File: config.mk
export PLATFORM = sky130hd
export DESIGN_NAME = midori_sbox_seq
export DESIGN_NICKNAME = d
export VERILOG_FILES = /design/src/rtl/midori_sbox_seq.sv
export SDC_FILE = /design/constraint.sdc
export NUM_CORES = 1
export LEC_CHECK = 0
export CORE_MARGIN = 1.5
export CORE_UTILIZATION = 48
export CTS_CLUSTER_SIZE = 25
export DETAILED_ROUTE_END_ITERATION = 16
export GPL_ROUTABILITY_DRIVEN = 1
export PLACE_DENSITY = 0.82
export SKIP_CTS_REPAIR_TIMING = 1
export SLEW_MARGIN = 20
export SYNTH_ARGS = -nofsm -noshare
export SYNTH_HDL_FRONTEND = slang
export SYNTH_SLANG_ARGS = --single-unit
File: constraint.sdc
create_clock -name clk -period 2.6 [get_ports clk]
set_input_delay 0.52 -clock clk [delete_from_list [all_inputs] [get_ports clk]]
set_output_delay 0.52 -clock clk [all_outputs]
set_load 0.01 [all_outputs]
File: src/rtl/midori_sbox_seq.sv
`default_nettype none
// ============================================================================
// Module   : midori_sbox_seq
// Purpose  : Streams 16 shared nibbles through an external masked Midori
//            S-box pipeline, gating it on PRNG availability and reassembling
//            the output shares.
// Revision : 1.0 - initial release
// ============================================================================
module midori_sbox_seq #(
    parameter int STAGES  = 3,
    parameter int NIBBLES = 16,
    parameter int RAND_W  = 33
) (
    input  logic                   clk,
    input  logic                   rst,
    input  logic                   start,
    input  logic [4*NIBBLES-1:0]   in_s0,
    input  logic [4*NIBBLES-1:0]   in_s1,
    input  logic [4*NIBBLES-1:0]   in_s2,
    output logic                   busy,
    output logic                   done,
    output logic [4*NIBBLES-1:0]   out_s0,
    output logic [4*NIBBLES-1:0]   out_s1,
    output logic [4*NIBBLES-1:0]   out_s2,
    input  logic                   rnd_valid,
    input  logic [RAND_W-1:0]      rnd_data,
    output logic                   rnd_ready,
    output logic [3:0]             sb_in_s0,
    output logic [3:0]             sb_in_s1,
    output logic [3:0]             sb_in_s2,
    output logic [RAND_W-1:0]      sb_rnd,
    output logic [STAGES-1:0]      sb_en,
    input  logic [3:0]             sb_out_s0,
    input  logic [3:0]             sb_out_s1,
    input  logic [3:0]             sb_out_s2
);

    localparam int c_IDX_W = (NIBBLES > 1) ? $clog2(NIBBLES) : 1;
    localparam logic [c_IDX_W-1:0] c_LAST = c_IDX_W'(NIBBLES - 1);

    typedef enum logic [1:0] {
        S_IDLE  = 2'd0,
        S_RUN   = 2'd1,
        S_DRAIN = 2'd2,
        S_DONE  = 2'd3
    } state_t;

    state_t               r_state;
    logic [4*NIBBLES-1:0] r_in_s0;
    logic [4*NIBBLES-1:0] r_in_s1;
    logic [4*NIBBLES-1:0] r_in_s2;
    logic [4*NIBBLES-1:0] r_out_s0;
    logic [4*NIBBLES-1:0] r_out_s1;
    logic [4*NIBBLES-1:0] r_out_s2;
    logic [c_IDX_W-1:0]   r_ii;
    logic [c_IDX_W-1:0]   r_ci;
    logic [STAGES-1:0]    r_v;

    logic                 w_issue;
    logic                 w_advance;
    logic                 w_capture;
    logic [STAGES-1:0]    w_v_shift;

    always_comb begin
        w_issue      = (r_state == S_RUN) && rnd_valid;
        w_advance    = w_issue || (r_state == S_DRAIN);
        w_capture    = r_v[STAGES-1] && w_advance;
        w_v_shift    = '0;
        w_v_shift[0] = w_issue;
        for (int i = 1; i < STAGES; i++) begin
            w_v_shift[i] = r_v[i-1];
        end
    end

    // Shares and randomness stay at zero unless a fresh word is issued.
    always_comb begin
        sb_in_s0 = '0;
        sb_in_s1 = '0;
        sb_in_s2 = '0;
        sb_rnd   = '0;
        if (w_issue) begin
            sb_in_s0 = r_in_s0[4*r_ii +: 4];
            sb_in_s1 = r_in_s1[4*r_ii +: 4];
            sb_in_s2 = r_in_s2[4*r_ii +: 4];
            sb_rnd   = rnd_data;
        end
    end

    assign sb_en     = {STAGES{w_advance}};
    assign rnd_ready = (r_state == S_RUN);
    assign busy      = (r_state == S_RUN) || (r_state == S_DRAIN);
    assign done      = (r_state == S_DONE);
    assign out_s0    = r_out_s0;
    assign out_s1    = r_out_s1;
    assign out_s2    = r_out_s2;

    always_ff @(posedge clk) begin
        if (rst) begin
            r_state  <= S_IDLE;
            r_in_s0  <= '0;
            r_in_s1  <= '0;
            r_in_s2  <= '0;
            r_out_s0 <= '0;
            r_out_s1 <= '0;
            r_out_s2 <= '0;
            r_ii     <= '0;
            r_ci     <= '0;
            r_v      <= '0;
        end else begin
            case (r_state)
                S_IDLE: begin
                    if (start) begin
                        r_in_s0 <= in_s0;
                        r_in_s1 <= in_s1;
                        r_in_s2 <= in_s2;
                        r_ii    <= '0;
                        r_ci    <= '0;
                        r_state <= S_RUN;
                    end
                end
                S_RUN: begin
                    if (w_issue) begin
                        r_ii <= r_ii + 1'b1;
                        if (r_ii == c_LAST) begin
                            r_state <= S_DRAIN;
                        end
                    end
                end
                S_DRAIN: begin
                    if (w_v_shift == '0) begin
                        r_state <= S_DONE;
                    end
                end
                default: begin
                    r_state <= S_IDLE;
                end
            endcase

            // A stall freezes v, so a valid at the tail is captured once.
            if (w_advance) begin
                r_v <= w_v_shift;
            end
            if (w_capture) begin
                r_out_s0[4*r_ci +: 4] <= sb_out_s0;
                r_out_s1[4*r_ci +: 4] <= sb_out_s1;
                r_out_s2[4*r_ci +: 4] <= sb_out_s2;
                r_ci                  <= r_ci + 1'b1;
            end
        end
    end

endmodule
`default_nettype wire

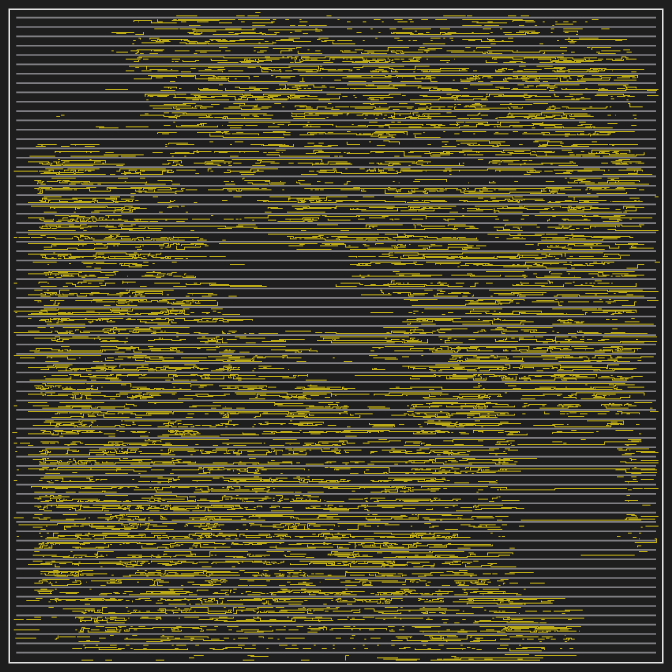
(run_1/met1.png)
Supply wires on this layer in gray.
wire length on this layer: 20.6 mm
nets with wire on the layer: 2,306
main direction: horizontal
longest straight run: 69.5 um

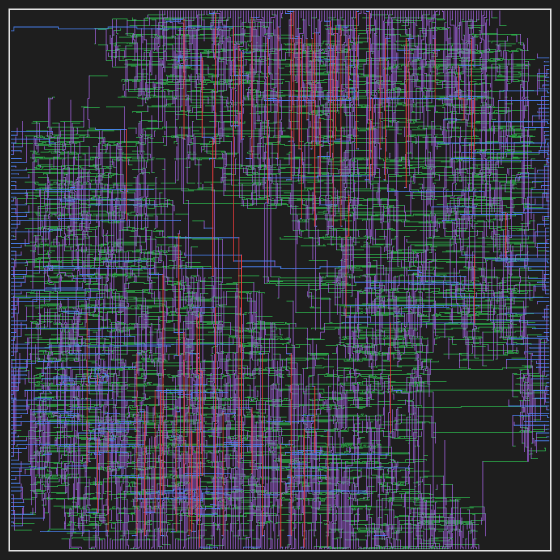
(run_1/metal_stack.png)
| layer | color | wire length |
|---|---|---|
| met1 | green | 20.6 mm |
| met3 | blue | 3,430 um |
| met4 | red | 2,980 um |
| met2 | purple | 26.2 mm |

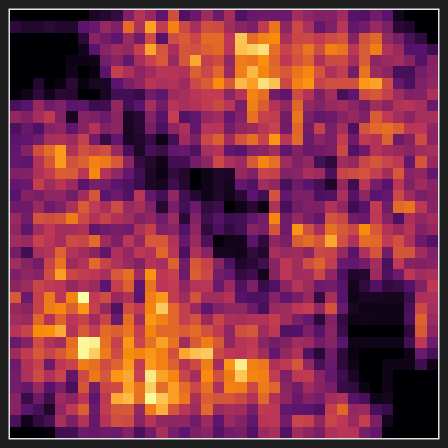
(run_1/wire_density.png)
38 x 38 tiles, from black (low) to pale yellow (high), scaled to the fullest tile. Values are wire area over tile area, all layers added.
mean over tiles: 0.25
fullest tile: 0.63
tiles over half the peak: 30%
nearly empty tiles: 6.2%

[run 1: per-layer routing]
metal	vias to the layer above	global-route usage	routed length, um
met2	599	0.4871	26220
met3	145	0.04870	3428
met5	-	0	0
met1	7113	0.3321	20610
met4	0	0.1563	2981
li1	7040	-	-
[run 1: registers in the layout (all words and copies together), names as in the netlist]
| register | cells |
|---|---|
| out_s1 | 64 |
| r_ci | 4 |
| r_state | 2 |
| out_s2 | 64 |
| r_in_s2 | 64 |
| r_in_s1 | 64 |
| out_s0 | 64 |
| r_in_s0 | 64 |
| r_v | 3 |
| r_ii | 4 |
[run 1: worst register-to-register path: cells and delay by family (launching register included)]
family / cells / cell delay (ps)
flip-flops: 1 / 550
AND/OR/NAND/NOR: 3 / 750
multiplexers: 1 / 160
adder cells (fa/ha/maj): 1 / 430
buffers and inverters: 1 / 280
[run 1: synthesized netlist by cell type, types with 4 or more instances]
| cell type | number |
|---|---|
| sky130_fd_sc_hd__nand3_2 | 4 |
| sky130_fd_sc_hd__dfxtp_1 | 397 |
| sky130_fd_sc_hd__nand3_1 | 11 |
| sky130_fd_sc_hd__buf_4 | 11 |
| sky130_fd_sc_hd__ha_1 | 9 |
| sky130_fd_sc_hd__nor2_1 | 9 |
| sky130_fd_sc_hd__nor2b_1 | 5 |
| sky130_fd_sc_hd__o21ai_0 | 12 |
| sky130_fd_sc_hd__a21oi_1 | 203 |
| sky130_fd_sc_hd__clkbuf_1 | 102 |
| sky130_fd_sc_hd__inv_1 | 7 |
| sky130_fd_sc_hd__a22oi_1 | 13 |
| sky130_fd_sc_hd__mux4_2 | 46 |
| sky130_fd_sc_hd__buf_2 | 24 |
| sky130_fd_sc_hd__nand2b_1 | 196 |
| sky130_fd_sc_hd__buf_1 | 5 |
| sky130_fd_sc_hd__nand2_1 | 474 |
| sky130_fd_sc_hd__nor3_1 | 12 |
| sky130_fd_sc_hd__and3_1 | 35 |
| sky130_fd_sc_hd__mux2i_1 | 208 |
[run 1: power groups by stage]
stage / Clock (W) / Sequential [W] / Combinational (W)
after floorplan: 0 / 0.00691 / 0.00197
after global placement: 0 / 0.00697 / 0.00328
after detailed placement: 0 / 0.00700 / 0.00335
after CTS: 0.00619 / 0.00688 / 0.00337
after global routing: 0.00643 / 0.00693 / 0.00382
final: 0.00612 / 0.00689 / 0.00352
[run 1: cell type report]
| type | instances | share of cell area |
|---|---|---|
| Inverter | 8 | 0.001241 |
| Multi-Input combinational cell | 1274 | 0.3410 |
| Tap cell | 455 | 0.02352 |
| Timing Repair Buffer | 568 | 0.2461 |
| Clock inverter | 12 | 0.006669 |
| Sequential cell | 397 | 0.3287 |
| Clock buffer | 63 | 0.05252 |
| Antenna cell | 2 | 0.0002068 |
[run 1: per-stage QoR]
step                  util  std cells  hold WS [ps]  setup TNS (ps)
floorplan                -       1823         433.1               0
global placement    0.6530       2693         438.3           -6323
detailed placement  0.6530       2693         443.5          -11170
CTS                 0.6946       2768         365.3          -14520
global route        0.7023       2778         410.8           -2495
finish              0.7024       2779         379.9           -1840
[run 1: cell families after synthesis]
kind of cell | count (synthesis)
buf+inv | 152
simple gates | 767
flops | 397
compound gates | 241
fa+ha+maj | 9
mux | 254
xor+xnor | 3
==> results.txt, run 1 <==
Implementation results

Synthesis produced 1,823 cells. The number of hold-slack violations in the final timing report is 0. The warning count from the yosys run is 0. The script computed the net switching share of total power as 0.2767. The count of nets left with antenna violations once routing finished came out at 0. The number of cell rows is 68. The setup slack of the critical path after layout is -232.2 ps.

The share of the core area taken by cells at floorplan is 0.4867. The final reports fail on negative setup slack. The origin of the critical flop-to-flop path is r_ci[2]. Before antenna repair, the detailed router went through 5 iterations. The cell-mix breakdown from Yosys lists the adder-cell area share as 0.006714. Among all stages on the critical path, the largest delay is contributed by sky130_fd_sc_hd__mux4_2.

The clock group share of total power is 0.370. For this block, the via count after detailed routing is 14,900. The area occupied by registers is 7956 um2. The leakage power in the latest report is 9.654 nW. The first global-routing pass estimated 79,940 um of wire. The level count of the clock H-tree is 2. The worst register-to-register path ends at out_s0[2]. Counting every net in the synthesized netlist gives 2,073. The maximum root-to-sink buffer count is 3.

Clock tree synthesis selected as its root buffer the cell sky130_fd_sc_hd__clkbuf_16. The longest individual stage delay on the worst path is 530 ps. The top logic cell family in the synthesized netlist is simple AND/OR/NAND/NOR gates. The type of the worst setup path is register to output pin. The number of enable flip-flop cells is 0. The transition time at the pin with the least slew margin is 714.3 ps. The data arrival time reported for the critical path is 2310 ps.

The placed instance area is 22,500 um2. Headroom to the max-slew limit came out at 0.5238. The startpoint type of the worst setup path is a register. After detailed routing, the average wire length per cell comes to 19.16 um. Per the run report, area growth between synthesis and finish was 44.32%. The top cell types in the final layout, fill and taps aside, are sky130_fd_sc_hd__nand2_1 (473), sky130_fd_sc_hd__clkdlybuf4s50_1 (438), sky130_fd_sc_hd__dfxtp_1 (394). The post-synthesis share of cell area spent on xor and xnor gates is 0.001567. The core region is 34,460 um2. The cell-mix breakdown from Yosys lists the compound-gate area share as 0.07729. The clock transition time at the flip-flop clock pins of the worst setup and hold paths is 60 ps. Walking the worst path, the cells encountered are buf_6 > buf_12 > mux4_2 > mux2i_1 > buf_4 > o21ai_1 > buf_2. The worst hold path cell count is 2. The flow ran to the end, but the final reports show violations. The number of maximum-capacitance violations recorded for the run is 0. The cell type with the largest total area after synthesis is sky130_fd_sc_hd__dfxtp_1. The total CTS buffers is 42. The timing report gives the worst reg2reg path a setup slack of 370 ps. The worst supply voltage drop on vdd is 0.0004877 V. The vertical die dimension reported for this design is 189.9 um. The total net switching power is 0.004573 W. The completed layout was analyzed and its total power is 0.01653 W. By instance count after routing, the leading logic cell type is sky130_fd_sc_hd__nand2_1. The synthesized design contains 397 register bits. The number of clock sinks is 397. The maximum number of pins on one net before global-route repair is 179.

The synthesized area divided by synthesized cell count is 9.200 um2. Across every metal layer, demand over resource in global routing totals 0.2822. Once layout is done, the placed cells without fillers occupy 24,200 um2. The chip occupies 36,070 um2. Subtracting the final worst setup slack from the clock period gives 2832 ps.

The worst clock skew is 24.29 ps. The synth_stat.txt file lists the number of cells as 1,823. The area taken by multi-input combinational cells is reported as 8253 um2.

Counting flops with an async set or reset pin after synthesis yields a share of 0. The worst endpoint required time is 2080 ps. The number of top-level pins is 484. The initial antenna violation count is 3.

The global route total overflow is 0. Setup repair after global routing could not meet its margin everywhere. Post-synthesis, Yosys gives the total cell area as 16,770 um2.

The worst setup path is captured at an output pin. The critical path starts at r_ii[0]. Per the post-place timing report, worst setup slack is -282.7 ps. The worst min-delay path startpoint is rst. The proportion of synthesized chip area in sequential cells is 0.4739. The number of max-slew violations in the final report is 0. The timing report lists the critical path depth as 7 cells. Counting the fill cells in the layout gives 2,552. The routed design shows a via density per instance of 5.361. The horizontal extent of the die is 189.9 um. The placement summary gives the final routability congestion estimate as 0.9085.

The violation count after the first detailed-routing iteration is 944. The detailed router reported a total wirelength of 53,240 um. The worst setup path endpoint is sb_in_s0[1]. The cell area that synthesis handed to floorplanning was 16,770 um2. The power report lists cell-internal power as 0.01196 W.

Yosys reports the multiplexer fraction of the synthesized area as 0.1859. The via count of the first global-routing pass came to 14,580. In the placement report, post-DP HPWL is listed as 38,670 um. The worst-path maximum fanout is 6. In this run the power density over the cells is 682.9 nW/um2.

The top cell family by delay on the critical path is multiplexers. The count of unresolved DRC violations after routing is 0. The fraction of power consumed by combinational cells is 0.213. The share of power burned in registers is 0.417. Per the final layout report, the fraction of cells sized above drive strength 1 comes to 0.1059. The share of synthesized area in the top cell type comes to 0.4739.

For this run, the top clock speed supported by timing is 0.3531 GHz. The latest clock arrival within the worst-skew pair is 540 ps. The synthesized netlist contains 48 unique library cells. The end point of the worst hold path is r_ci[0]. The critical path buffer and inverter count is 4. TritonCTS built the clock tree. The main flop type is sky130_fd_sc_hd__dfxtp_1. The post-synthesis share of cell area spent on and, or, nand and nor gates is 0.2155.

According to the hold report, the worst path is of the input pin to register type. Measured in cells, the most critical reg-to-reg path has a length of 6. The total setup violations reported at the end of the flow is 12. The net total in the final layout is 2,541. The tally of buffers added on design ports is 483. By area the synthesized netlist is led by sky130_fd_sc_hd__dfxtp_1 (47%), sky130_fd_sc_hd__mux2i_1 (12%), sky130_fd_sc_hd__nand2_1 (11%), sky130_fd_sc_hd__nand2b_1 (7.3%), sky130_fd_sc_hd__mux4_2 (6.2%). Post-route period utilization is reported as 1.089. OpenROAD emitted warnings numbering 38.
## Run 2: what changed since run 1
Settings changed: GPL_ROUTABILITY_DRIVEN 1 to not set, PLACE_DENSITY 0.82 to 0.81.
==> run 2 against run 1 <==
Effect of this change:
- the run still ends with negative setup slack left
- clock skew is 8.1 ps higher
- non-clock buffer count is 2 higher
- area after synthesis stayed put
- count of clock-buffer cells in the layout is 7 lower
- sequential cell count stayed put
- synthesized cell count stayed put
- sequential share of layout area hardly changed
- maximum frequency is 0.29% higher
- critical path type unchanged
- largest cell class unchanged
- largest power group unchanged
- highest routed layer is now met5
==> results.txt, run 2 <==
Implementation results

The wire length per cell after detailed routing was 19.66 um (+2.6%). The switching part of the total is 0.2740 (-0.002687). The signal arrival time at the worst endpoint is 2300 ps (about the same). The horizontal extent of the die is 189.9 um (unchanged). The fraction of power consumed by combinational cells is 0.212 (about the same). The instance count of the mapped netlist is 1,823 (unchanged). The setup slack of the critical path after layout was -224.1 ps (+8.162 ps). The routed metal-1 wire length was 20,790 um (+0.88%). The clock transition time at the flip-flop clock pins of the worst setup and hold paths is 60 ps (about the same). The flow ran to the end, but the final reports show violations. The length in cells of the worst reg-to-reg path is 7 (+1). The cell type with the largest total area after synthesis is sky130_fd_sc_hd__dfxtp_1. The critical path endpoint category is an output pin. The path class of the tightest hold or removal check is input pin to register.

The effective utilization at floorplan is 0.4867 (unchanged). The total CTS buffers is 41 (-2.4%). The clock group share of total power came to 0.374 (+0.004). The estimated wirelength of the detail-placed design is 39,820 um (+3.0%).

The highest clock frequency the design can meet was 0.3541 GHz (+0.29%). The chip area is 36,070 um2 (unchanged). Among all flip-flop cells after synthesis, the most frequent one is sky130_fd_sc_hd__dfxtp_1. The core box area is 34,460 um2 (unchanged). The critical path in this run is classified as register to output pin. The number of hold-slack violations in the final timing report is 0 (unchanged). The fraction of layout cells with a size suffix above 1 is 0.1070 (+0.001046). The total setup violations reported at the end of the flow was 12 (unchanged). The transition time at the pin with the least slew margin was 911.9 ps (+197.6 ps). The number of nets in the synthesized netlist is 2,073 (unchanged). The most common logic cells in the final layout are sky130_fd_sc_hd__nand2_1 (473), sky130_fd_sc_hd__clkdlybuf4s50_1 (440), sky130_fd_sc_hd__dfxtp_1 (393).

The remaining max-slew budget at the tightest pin is 0.3874 (-0.1364). The first-pass GRT wire length is 81,600 um (+2.1%). The worst setup slack before clock tree synthesis is -212.5 ps (+70.19 ps). The worst endpoint required time is 2080 ps (about the same). The number of top-level pins is 484 (unchanged).

The post-detailed-route count of antenna-violating nets is 0 (unchanged). For the worst reg-to-reg path, the startpoint reported by OpenROAD is r_ci[1]. The number of cell rows is 68 (unchanged). The number of cell instances after yosys synthesis came to 1,823 (unchanged). The cell-internal power is 0.01210 W (+1.2%).

The share of power burned in registers is 0.414 (-0.003). The share of Yosys cell area claimed by the top area cell type is 0.4739 (unchanged). The level count of the clock H-tree came to 2 (unchanged). The count of unresolved DRC violations after routing came to 0 (unchanged).

The checks that failed: negative setup slack. The violation count after the first detailed-routing iteration came to 1,045 (+11%). The yosys-reported design area after synthesis is 16,770 um2 (unchanged). The worst clock skew is 32.41 ps (+8.115 ps).

The total via count after detailed routing is 15,080 (+1.2%). STA shows the worst min-delay path finishing at out_s2[16]. The latest clock arrival within the worst-skew pair is 540 ps (about the same).

The length of routed met3 wiring came to 3551 um (+3.6%). The power density relative to cell area is 689.7 nW/um2 (+0.98%). The final wirelength is 54,650 um (+2.6%). The cell leakage power is 9.673 nW (+0.19%). The fraction of synthesis flops using an asynchronous set or reset pin is 0 (unchanged).

The detailed-routing iteration count for the pre-antenna-repair pass is 5 (unchanged). The warning count from the yosys run is 0 (unchanged). For reference, the top cells by area after synthesis are sky130_fd_sc_hd__dfxtp_1 (47%), sky130_fd_sc_hd__mux2i_1 (12%), sky130_fd_sc_hd__nand2_1 (11%), sky130_fd_sc_hd__nand2b_1 (7.3%), sky130_fd_sc_hd__mux4_2 (6.2%). The number of enable flip-flop cells is 0 (unchanged). The via count of the first global-routing pass is 14,840 (+1.8%). The clock tree root buffer cell is sky130_fd_sc_hd__clkbuf_16. The initial antenna violation count is 8 (+5). The global-route usage over all layers is 0.2894 (+0.007256). The total net switching power is 0.004568 W (-0.12%). The final instance count without filler cells is 2,780 (+0.036%). The number of clock sinks is 397 (unchanged). The number of synthesized register bits is 397 (unchanged).
==> run 2: how the worst max path moves through the flow <==
stage | endpoint | slack, ps | cells past startpoint
floorplan | sb_in_s0[0] | 440 | 5
global placement | sb_in_s2[1] | -180 | 7
detailed placement | sb_in_s0[1] | -210 | 7
CTS | sb_in_s0[1] | -630 | 6
global route | sb_in_s0[1] | -270 | 7
finish | sb_in_s0[1] | -220 | 7
==> run 2: cells by family (layout without fill, tap and decap cells) <==
group / count (synthesis) / count (layout) / share of synthesized area
flops: 397 / 397 / 0.4739
xor+xnor: 3 / 3 / 0.001567
fa+ha+maj: 9 / 9 / 0.006715
mux: 254 / 254 / 0.1859
other cells: 0 / 7 / 0
compound gates: 241 / 241 / 0.07729
simple gates: 767 / 767 / 0.2155
buf+inv: 152 / 647 / 0.03917
==> run 2: final cells by class <==
cell class	count	area (um2)
Clock inverter	13	251.5
Multi-Input combinational cell	1274	8274
Timing Repair Buffer	570	5903
Inverter	8	30.03
Fill cell	2560	10280
Tap cell	455	569.3
Clock buffer	56	1174
Antenna cell	7	17.52
Sequential cell	397	7955
==> run 2: power groups by stage <==
stage	Combinational [W]	Clock, W	Sequential, W
final	0.00354	0.00623	0.00690
after global routing	0.00381	0.00656	0.00695
after CTS	0.00331	0.00629	0.00689
after detailed placement	0.00329	0	0.00702
after global placement	0.00322	0	0.00698
after floorplan	0.00197	0	0.00691
==> run 2: metal layers <==
layer  track usage  up-vias
li1              -     7048
met1        0.3381     7208
met2        0.4924      647
met3       0.04612      177
met4        0.1893        2
met5             0        -
==> run 2: metrics by stage <==
step	hold WS (ps)	power, W	utilization
after floorplan	433.1	0.008877	-
after global placement	439.0	0.01020	0.6501
after detailed placement	443.1	0.01031	0.6501
after CTS	337.8	0.01650	0.6915
after global routing	353.6	0.01732	0.7016
final	346.3	0.01667	0.7016
==> run 2: critical path: stages (launching register included) <==
cell and delay (ps):
sky130_fd_sc_hd__dfxtp_4 410, sky130_fd_sc_hd__buf_6 130, sky130_fd_sc_hd__buf_12 120, sky130_fd_sc_hd__mux4_2 530, sky130_fd_sc_hd__mux2i_2 220, sky130_fd_sc_hd__buf_4 180
sky130_fd_sc_hd__o21ai_2 50, sky130_fd_sc_hd__buf_2 140
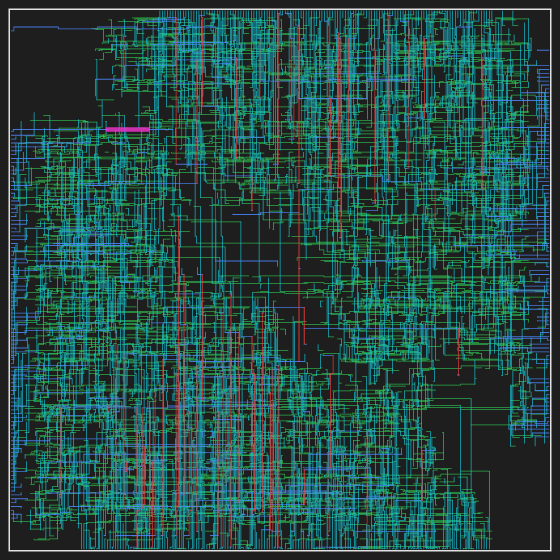
(run_2/metal_stack.png)
| layer | color | wire length |
|---|---|---|
| met3 | blue | 3,550 um |
| met5 | magenta | 13.8 um |
| met4 | red | 3,540 um |
| met1 | green | 20.8 mm |
| met2 | cyan | 26.8 mm |

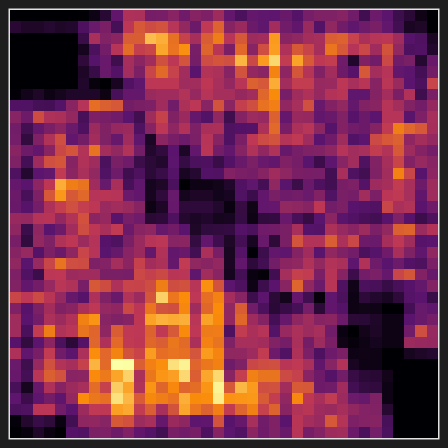
(run_2/wire_density.png)
38 x 38 tiles, from black (low) to pale yellow (high), scaled to the fullest tile. Values are wire area over tile area, all layers added.
fullest tile: 0.71
mean over tiles: 0.25
densest ninth of the die: south
tiles over half the peak: 21%
nearly empty tiles: 5.9%

## Run 3: what changed since run 2
Settings changed: CAP_MARGIN set to 20.
==> run 3 against run 2 <==
Effect of this change:
- the run still ends with negative setup slack left
- core utilization is the same
- via count unchanged
- synthesized cell count unchanged
- largest cell class unchanged
- highest routed layer unchanged
==> results.txt, run 3 <==
Implementation results

The minimum setup slack among reg-to-reg paths is 460 ps. In the post-synthesis netlist, the biggest area contributors are sky130_fd_sc_hd__dfxtp_1 (47%), sky130_fd_sc_hd__mux2i_1 (12%), sky130_fd_sc_hd__nand2_1 (11%), sky130_fd_sc_hd__nand2b_1 (7.3%), sky130_fd_sc_hd__mux4_2 (6.2%). The length in cells of the worst reg-to-reg path is 7 (unchanged). The remaining max-slew budget at the tightest pin is 0.3874 (unchanged).

The total CTS buffers is 41 (unchanged). The flow ran to the end, but the final reports show violations. The critical path in this run is classified as register to output pin. Max-cap violations in this run came to 0. The setup slack of the critical path after layout is -224.1 ps (unchanged). The number of synthesized register bits is 397 (unchanged). The horizontal extent of the die was 189.9 um (unchanged). The clock transition time at the flip-flop clock pins of the worst setup and hold paths is 60 ps (about the same).

The placed instance area is 22,400 um2. The estimated wirelength of the detail-placed design is 39,820 um (unchanged). The worst setup path endpoint is sb_in_s0[1]. The class of the most critical hold timing path is input pin to register. The longest individual stage delay on the worst path is 530 ps (about the same). The effective utilization at floorplan is 0.4867 (unchanged). The final max-slew violation count recorded for this run is 0. The highest-count logic cell in the final layout is sky130_fd_sc_hd__nand2_1. The violation count after the first detailed-routing iteration is 1,045 (unchanged). The signal arrival time at the worst endpoint is 2300 ps (about the same). The area of the mapped netlist is 16,770 um2. For this run, the leading register cell type out of synthesis is sky130_fd_sc_hd__dfxtp_1. The post-detailed-route count of antenna-violating nets is 0 (unchanged). Ranking logic cells in the layout by count gives the top entries sky130_fd_sc_hd__nand2_1 (473), sky130_fd_sc_hd__clkdlybuf4s50_1 (440), sky130_fd_sc_hd__dfxtp_1 (393). Recorded from the global router log, the overflow total was 0. The end of the worst register-to-register path is out_s0[59]. The cell type with the largest total area after synthesis is sky130_fd_sc_hd__dfxtp_1. RePlAce ended its routability-driven mode at a weighted congestion of 0.9750. The initial antenna violation count is 8 (unchanged). The launching element of the worst setup path is r_ii[0]. The worst clock skew is 32.41 ps (unchanged). The cell leakage power was 9.673 nW (unchanged).

After the last flow step, the layout net total stands at 2,542. The checks that failed: negative setup slack. Looking at the clock tree report, the maximum root-to-sink buffer count equals 3. The core box area is 34,460 um2 (unchanged). Listed in order, past its start point the critical path passes buf_6 > buf_12 > mux4_2 > mux2i_2 > buf_4 > o21ai_2 > buf_2. The number of cell instances after yosys synthesis is 1,823 (unchanged). The clock tree root buffer cell is sky130_fd_sc_hd__clkbuf_16.

The number of top-level pins is 484 (unchanged). The critical path endpoint category is an output pin. The number of enable flip-flop cells is 0 (unchanged). The total setup violations reported at the end of the flow is 12 (unchanged). The count of unresolved DRC violations after routing is 0 (unchanged).

The instance count of the mapped netlist is 1,823 (unchanged). The worst endpoint required time is 2080 ps (about the same). The total via count after detailed routing is 15,080 (unchanged). Looking at the reg2reg group, the worst path starts from r_ci[1]. The final wirelength came to 54,650 um (unchanged). For this run the top cell type by instance count after synthesis was sky130_fd_sc_hd__nand2_1. The share of Yosys cell area claimed by the top area cell type is 0.4739 (unchanged). The detail-routed via count per cell is 5.425. The overall die height is 189.9 um. The startpoint type of the worst setup path is a register.

By count the netlist is led by sky130_fd_sc_hd__nand2_1 (474), sky130_fd_sc_hd__dfxtp_1 (397), sky130_fd_sc_hd__mux2i_1 (208). The fraction of synthesis flops using an asynchronous set or reset pin is 0 (unchanged). The level count of the clock H-tree is 2 (unchanged). In this run the VDD rail shows a maximum IR drop of 0.0004532 V. The minimum clock period is 2824 ps.

The transition time at the pin with the least slew margin came to 911.9 ps (unchanged). Setup repair after global routing could not meet its margin everywhere. The highest clock frequency the design can meet is 0.3541 GHz (unchanged). The yosys-reported design area after synthesis came to 16,770 um2 (unchanged). The warning count from the yosys run is 0 (unchanged).

TritonCTS built the clock tree. The first-pass GRT wire length is 81,600 um (unchanged). Across all stage logs, warnings added up to 34. Each instance of the synthesized netlist takes up on average 9.200 um2. The design area is 24,170 um2. Of the synthesized area, sequential elements account for 0.4739. The number of clock sinks is 397 (unchanged). The worst-path maximum fanout is 7. Per the run report, area growth between synthesis and finish was 44.14%.

The number of nets in the synthesized netlist is 2,073 (unchanged). Yosys mapped the design onto 48 distinct sky130hd cell types. The via count of the first global-routing pass came to 14,840 (unchanged). The global-route usage over all layers is 0.2894 (unchanged). The wire length per cell after detailed routing is 19.66 um (unchanged). Entering global routing, the biggest net connects 202 pins. The cell type of the slowest stage on the worst timing path is sky130_fd_sc_hd__mux4_2. The latest clock arrival within the worst-skew pair is 540 ps (about the same).

The number of hold-slack violations in the final timing report was 0 (unchanged). The chip area came to 36,070 um2 (unchanged). The tally of buffers added on design ports is 483. The period utilization is 1.086. The detailed-routing iteration count for the pre-antenna-repair pass is 5 (unchanged).

The fraction of layout cells with a size suffix above 1 is 0.1070 (unchanged). The power density relative to cell area is 689.7 nW/um2 (unchanged). The worst hold slack is 346.3 ps (unchanged).
## run 3: cell counts after synthesis
Identical to the previous run, type by type.
## run 3: cell families (layout without fill, tap and decap cells)
family                     Yosys count  in the layout  share of synthesized area
xor gates and xnor gates             3              3                   0.001567
adders and majority gates            9              9                   0.006715
and+or+nand+nor                    767            767                     0.2155
AOI/OAI and AO/OA                  241            241                    0.07729
DFF                                397            397                     0.4739
muxes                              254            254                     0.1859
buffers and inverters              152            647                    0.03917
other                                0              7                          0
## run 3: critical path, delay by kind of cell (launching register included)
| family | cells | cell delay, ps |
|---|---|---|
| compound gates | 1 | 50 |
| flops | 1 | 410 |
| mux | 2 | 750 |
| buf+inv | 4 | 570 |
## run 3: worst min path at each step
stage	slack, ps	startpoint	depth (start not counted)	endpoint
2_1_floorplan	430	r_in_s0[18]	2	r_in_s0[18]
6_report	350	rst	3	out_s2[16]
3_3_place_gp	440	r_in_s2[36]	2	r_in_s2[36]
5_1_grt	350	rst	3	out_s2[16]
4_1_cts	340	rst	3	out_s2[16]
3_5_place_dp	440	r_in_s1[42]	2	r_in_s1[42]
## run 3: power breakdown
part | internal, W | leakage, nW | switching [W] | total (W)
Combinational | 0.00165 | 5.74 | 0.00188 | 0.00354
Sequential | 0.00661 | 3.23 | 0.000292 | 0.00690
Clock | 0.00384 | 0.702 | 0.00239 | 0.00623
Total | 0.0121 | 9.67 | 0.00457 | 0.0167
## run 3: stage by stage
| step | total power, W | instances | setup slack [ps] | TNS (ps) |
|---|---|---|---|---|
| 6_report | 0.01667 | 2780 | -224.1 | -1633 |
| 5_1_grt | 0.01732 | 2780 | -269.8 | -2601 |
| 4_1_cts | 0.01650 | 2757 | -634.0 | -14730 |
| 3_5_place_dp | 0.01031 | 2688 | -212.5 | -3266 |
| 3_3_place_gp | 0.01020 | 2688 | -180.0 | -1941 |
| 2_1_floorplan | 0.008877 | 1823 | 437.3 | 0 |
## run 3: final cells by class
| cell class | count | area, um2 |
|---|---|---|
| multi-input combinational | 1274 | 8274 |
| clock buffer | 56 | 1174 |
| antenna | 7 | 17.52 |
| tap | 455 | 569.3 |
| timing repair buffer | 570 | 5903 |
| inverter | 8 | 30.03 |
| fill | 2560 | 10280 |
| clock inverter | 13 | 251.5 |
| sequential | 397 | 7955 |
## run 3: metal layers
| metal | share of wire | global-route usage | up-vias |
|---|---|---|---|
| li1 | - | - | 7048 |
| met1 | 0.38 | 0.3381 | 7208 |
| met2 | 0.49 | 0.4924 | 647 |
| met3 | 0.065 | 0.04612 | 177 |
| met4 | 0.065 | 0.1893 | 2 |
| met5 | 0.00024 | 0 | - |
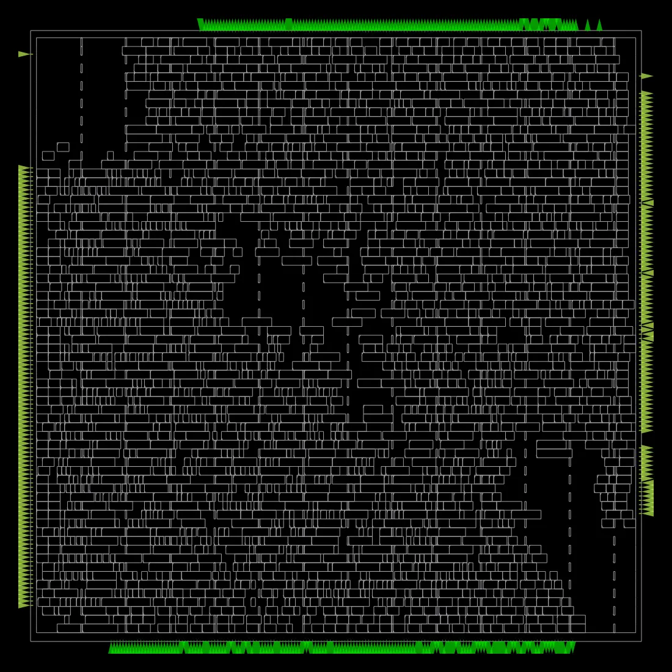
(run_3/final_placement.png)
number of filler instances in the final layout: 2,560
final standard cell utilization of the core: 0.7016
# rows: 68
Tap Cells: 455

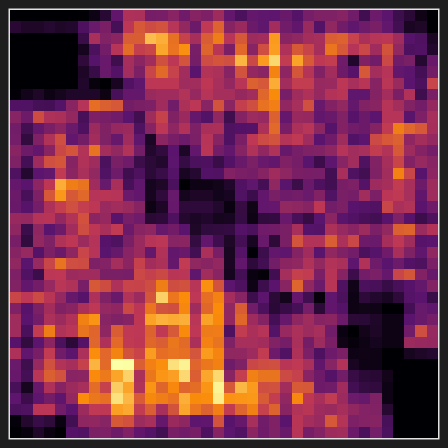
(run_3/wire_density.png)
38 x 38 tiles, from black (low) to pale yellow (high), scaled to the fullest tile. Values are wire area over tile area, all layers added.
densest ninth of the die: south
fullest tile: 0.71
tiles over half the peak: 21%
mean over tiles: 0.25
nearly empty tiles: 5.9%

Power figures rest on the tool's default switching activity, not on a simulated workload.
